===== src/rtl/simon_data_out.sv =====
// SIMON output packetiser: turns a finished block into a count/info-tagged packet.
// Optional one-entry result buffer under SIMON_OUT_BUF_EN.
module simon_data_out #(
   parameter int         N    = 32,
   parameter logic [3:0] MODE = 4'h0
) (
   input  logic                   clk,
   input  logic                   R,
   input  logic                   newRESULT,
   input  logic [2*N-1:0]         resDATA,
   input  logic [7:0]             resINFO,
   output logic                   loadRESULT,
   output logic [(N/2+2)*8-1:0]   out,
   output logic                   out_newPKT,
   input  logic                   out_loadPKT,
   output logic                   out_donePKT,
   output logic [7:0]             countOUT
);

   typedef enum logic [1:0] {
      IDLE    = 2'd0,
      CAPTURE = 2'd1,
      SEND    = 2'd2,
      RELEASE = 2'd3
   } state_t;

   state_t         state;
   state_t         state_n;
   logic           take_new;
   logic           take_buf;
   logic           buf_load;
   logic           buf_full;
   logic [7:0]     count;
   logic [2*N-1:0] cap_data;
   logic [7:0]     cap_info;
   logic [7:0]     info_byte;

   assign info_byte = {cap_info[7:6], 1'b0, 1'b1, MODE};

`ifdef SIMON_OUT_BUF_EN
   logic [2*N-1:0] buf_data;
   logic [7:0]     buf_info;
   logic           buf_full_q;

   assign buf_full = buf_full_q;
`else
   assign buf_full = 1'b0;
`endif

   assign out_donePKT = !R && (state == IDLE) && !newRESULT && !buf_full;

   always_comb begin
      state_n  = state;
      take_new = 1'b0;
      take_buf = 1'b0;
      buf_load = 1'b0;
      unique case (state)
         IDLE: begin
            if (newRESULT) begin
               state_n  = CAPTURE;
               take_new = 1'b1;
            end
         end
         CAPTURE: state_n = SEND;
         SEND: begin
            if (out_loadPKT)
               state_n = RELEASE;
         end
         RELEASE: begin
            if (!out_loadPKT) begin
               state_n = IDLE;
               // a buffered block skips IDLE so packet order stays sequential
               if (buf_full) begin
                  state_n  = CAPTURE;
                  take_buf = 1'b1;
               end
            end
         end
         default: state_n = IDLE;
      endcase
`ifdef SIMON_OUT_BUF_EN
      if ((state == SEND || state == RELEASE) && newRESULT && !buf_full)
         buf_load = 1'b1;
`endif
   end

   always_ff @(posedge clk or posedge R) begin
      if (R) begin
         state      <= IDLE;
         loadRESULT <= 1'b0;
         out        <= '0;
         out_newPKT <= 1'b0;
         countOUT   <= 8'h00;
         count      <= 8'h00;
         cap_data   <= '0;
         cap_info   <= 8'h00;
      end else begin
         state      <= state_n;
         loadRESULT <= take_new | buf_load;
         if (take_new) begin
            cap_data <= resDATA;
            cap_info <= resINFO;
         end
`ifdef SIMON_OUT_BUF_EN
         if (take_buf) begin
            cap_data <= buf_data;
            cap_info <= buf_info;
         end
`endif
         if (state == CAPTURE) begin
            out        <= {info_byte, count, {(2*N){1'b0}}, cap_data};
            out_newPKT <= 1'b1;
            countOUT   <= count;
            count      <= count + 8'd1;
         end
         if (state == SEND && out_loadPKT)
            out_newPKT <= 1'b0;
      end
   end

`ifdef SIMON_OUT_BUF_EN
   always_ff @(posedge clk or posedge R) begin
      if (R) begin
         buf_data   <= '0;
         buf_info   <= 8'h00;
         buf_full_q <= 1'b0;
      end else begin
         if (buf_load) begin
            buf_data   <= resDATA;
            buf_info   <= resINFO;
            buf_full_q <= 1'b1;
         end else if (take_buf) begin
            buf_full_q <= 1'b0;
         end
      end
   end
`endif

`ifndef SYNTHESIS
   always @(posedge clk) begin
      if (!R && state == CAPTURE && cap_info[4])
         $display("OUTPUT ERROR - INFO FLAG");
   end
`endif

endmodule


===== config.mk =====
export PLATFORM = sky130hd
export DESIGN_NAME = simon_data_out
export DESIGN_NICKNAME = d
export VERILOG_FILES = /design/src/rtl/simon_data_out.sv
export SDC_FILE = /design/constraint.sdc
export NUM_CORES = 1
export LEC_CHECK = 0
export CAP_MARGIN = 10
export CORE_ASPECT_RATIO = 0.5
export CORE_UTILIZATION = 41
export CTS_CLUSTER_DIAMETER = 200
export DETAILED_ROUTE_END_ITERATION = 12
export PLACE_DENSITY = 0.77
export SKIP_CTS_REPAIR_TIMING = 1
export SYNTH_ARGS = -nofsm -noshare
export SYNTH_HDL_FRONTEND = slang
export SYNTH_SLANG_ARGS = --single-unit
export TNS_END_PERCENT = 5

===== constraint.sdc =====
create_clock -name clk -period 5.62 [get_ports clk]
set_clock_uncertainty 0.15 [all_clocks]
set_input_delay 1.686 -clock clk [delete_from_list [all_inputs] [get_ports clk]]
set_output_delay 1.686 -clock clk [all_outputs]
set_load 0.05 [all_outputs]

==> run summary, run 1 <==
WHS -> 327 ps
FF+latch area -> 0.00383 mm^2
Dpl ws -> 543 ps
Setup violators final -> 0
Seq area share -> 0.452
Synthesized registers -> 153
Die area -> 0.0164 mm^2
Signal buffers -> 160
Ys flop type -> dfrtp_1
Routed length per placed instance -> 15.1 um
Clock buffers and inverters, area share -> 0.0673
CP required -> 3780 ps
Top pwr grp -> combinational cells
Non-clock buffers, area share -> 0.189
Status -> finished clean
Critical path class -> in -> out
Pint -> 3550 uW
Post-synth top area share -> 0.589
Metal2 WL -> 6.54 mm
EDFF count, synth -> 0
Met3 WL -> 396 um
Synth warn -> 0
Initial drt markers -> 72
Most numerous logic cell after layout -> clkdlybuf4s50_1
Grt peak-use layer -> met2
Clock network power -> 1100 uW
GPL Wtd Cong -> 0.687
Area fraction in xor and xnor cells -> 0.00943
Most frequent logic cells in the routed design -> 155 x clkdlybuf4s50_1, 153 x dfrtp_1, 113 x mux2_2, 69 x conb_1, 29 x mux2_4
Crit path buf inv count -> 2
Synth Area per Inst -> 15.4 um^2
Flip-flop count of the largest register after layout -> 68
Slowest CP cell -> clkdlybuf4s50_1
Flip-flops -> 153
Maximum clock rate -> 0.197 GHz
Die Wd -> 180 um
Max cap viols -> 0
Detail Route Antenna Nets -> 0
CTS tree -> built
FP Util -> 0.421
Clkbuf count -> 19
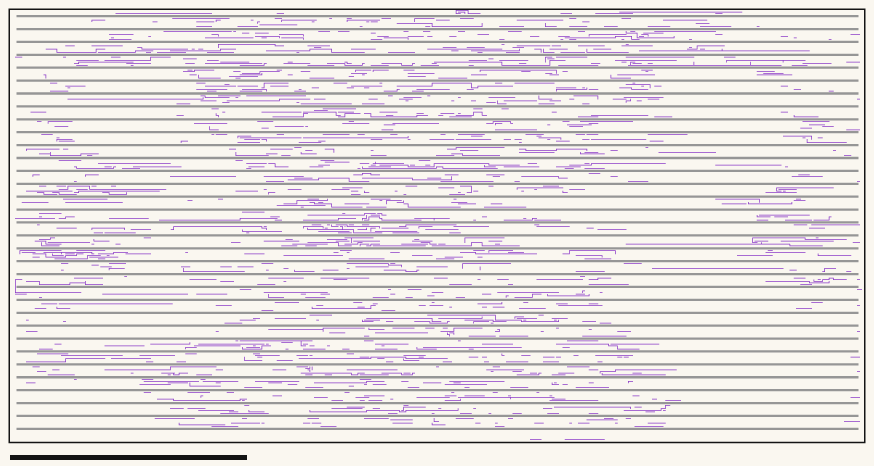
**Above:** run 1 (signal wires on met1).
Bar = 50 um. Supply wires on this layer in gray.
main direction: horizontal
share of all routed wire: 41%
longest straight run: 35.9 um
wire length on this layer: 4910 um
nets with wire on the layer: 541
grt met1 use: 0.178
via count: 3539
Routed WL: 11.9 mm

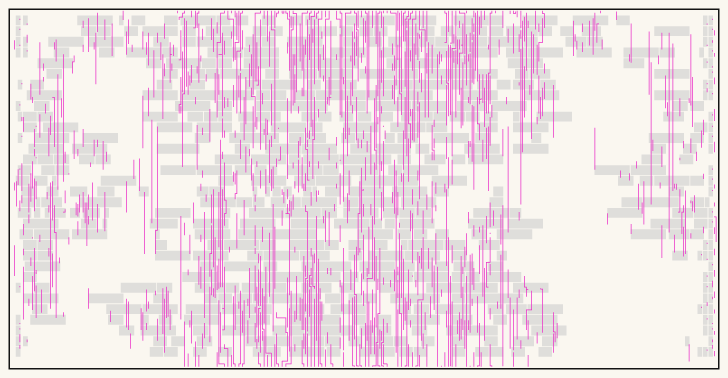
**Above:** run 1 (M2 wires).
Cells faint in the background.
longest straight run: 50.7 um
wire length on this layer: 6540 um
nets with wire on the layer: 619
main direction: vertical
routing usage on met2: 0.277

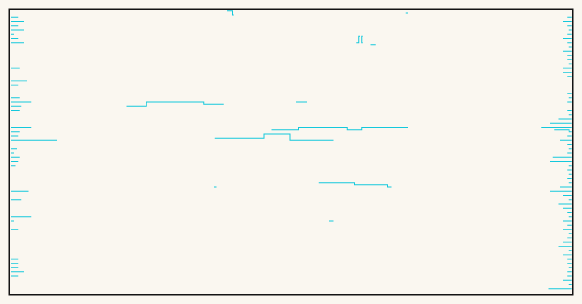
**Above:** run 1 (metal 3).
longest straight run: 18.4 um
main direction: horizontal
share of all routed wire: 3.3%
met3 GRT Util: 0.0253

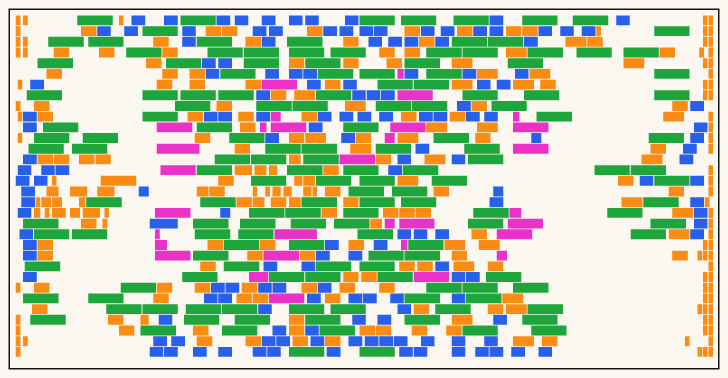
**Above:** run 1 (placement by cell class).
legend:
  other buffers and delay cells:
    color: blue
    cells: 160
    share_of_their_area: 19%
  flops:
    color: green
    cells: 153
    share_of_their_area: 47%
  clock drivers and dummy loads:
    color: magenta
    cells: 31
    share_of_their_area: 6.9%
  combinational and other logic:
    color: orange
    cells: 244
    share_of_their_area: 27%
fin area: 0.00848 mm^2
core area: 0.0155 mm^2

**Run 1: congestion heat map**

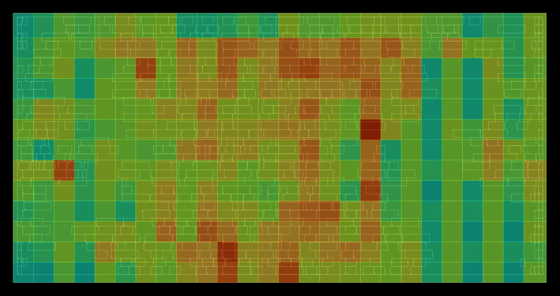

==> run 2: changes to the inputs <==
--- a/config.mk
+++ b/config.mk
@@ -6,7 +6,6 @@
 export NUM_CORES = 1
 export LEC_CHECK = 0
 export CAP_MARGIN = 10
-export CORE_ASPECT_RATIO = 0.5
 export CORE_UTILIZATION = 41
 export CTS_CLUSTER_DIAMETER = 200
 export DETAILED_ROUTE_END_ITERATION = 12
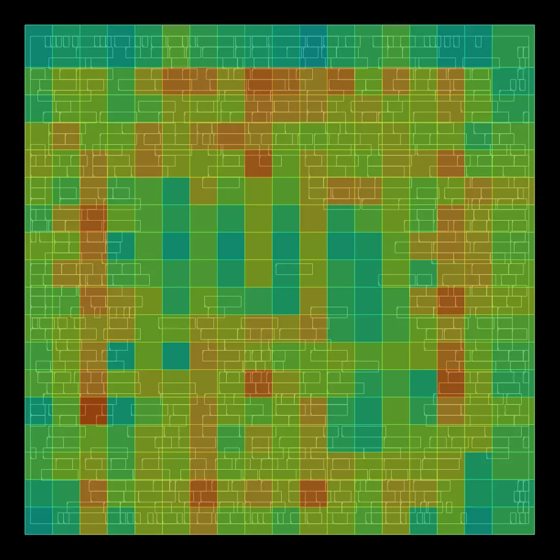
**Above:** run 2 (congestion heat map).
gr usage total: 0.148
routed length per placed instance: 14.3 um
routing usage on met2: 0.245
utilization after layout: 0.554
grt met1 use: 0.182

==> run 2 against run 1 <==
Against the previous run: clock power about the same; sequential share of layout area is the same; die size is 0.19% lower; final cell count increased by 0.25%; combinational power about the same; largest cell class unchanged; largest power group unchanged.
==> run summary, run 2 <==
Flip-flop count of the largest register after layout -> 68 (unchanged)
Height of the die -> 128 um
CP required -> 3780 ps (about the same)
Grt peak-use layer -> met2
P_sw -> 2390 uW
Synth Area per Inst -> 15.4 um^2 (unchanged)
Flip-flops -> 153 (unchanged)
Clock buffers and inverters, area share -> 0.0698 (+0.00251)
Clkbuf count -> 18 (-1)
Maximum clock rate -> 0.196 GHz (-0.54%)
Metal2 WL -> 5.75 mm (-12%)
Critical path class -> in -> out
Initial antenna violation count -> 0
Unrepaired setup endpoints after global routing -> no
Seq area share -> 0.452 (unchanged)
Non-clock buffers, area share -> 0.185 (-0.00354)
Synth warn -> 0 (unchanged)
EDFF count, synth -> 0 (unchanged)
Pint -> 3590 uW (+1.3%)
Setup violators final -> 0 (unchanged)
Synthesized registers -> 153 (unchanged)
Met3 WL -> 633 um (+60%)
Ys flop type -> dfrtp_1
Initial drt markers -> 111 (+54%)
Clock network power -> 1130 uW (about the same)
CTS tree -> built
Slowest CP cell -> clkdlybuf4s50_1
Area fraction in xor and xnor cells -> 0.00943 (unchanged)
Post-synth top area share -> 0.589 (unchanged)
Status -> finished clean
Most frequent logic cells in the routed design -> 155 x clkdlybuf4s50_1, 153 x dfrtp_1, 113 x mux2_2, 69 x conb_1, 29 x mux2_4
Signal buffers -> 156 (-2.5%)
FP Util -> 0.425 (+0.00385)
GPL Wtd Cong -> 0.678 (-1.3%)
WHS -> 314 ps (-13.0 ps)
Synth logic family -> multiplexers
Dpl ws -> 524 ps (-19.3 ps)
Die Wd -> 128 um (-29%)
Met3 GRT Util -> 0.0534 (+0.0282)
Detail Route Antenna Nets -> 0 (unchanged)
Most numerous logic cell after layout -> clkdlybuf4s50_1
Fin area -> 0.00848 mm^2 (unchanged)
Die area -> 0.0164 mm^2 (-0.19%)
Max cap viols -> 0 (unchanged)
Core area -> 0.0153 mm^2 (-0.91%)
Crit path buf inv count -> 2 (unchanged)
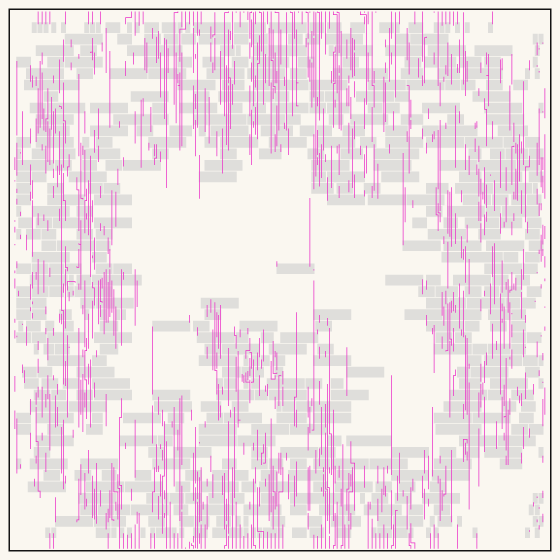
**Above:** run 2 (M2 wires).
Cells faint in the background.
main direction: vertical
share of all routed wire: 51%
via count: 3507
Routed WL: 11.4 mm

No activity file was given, so power comes from the tool's default toggle rates.
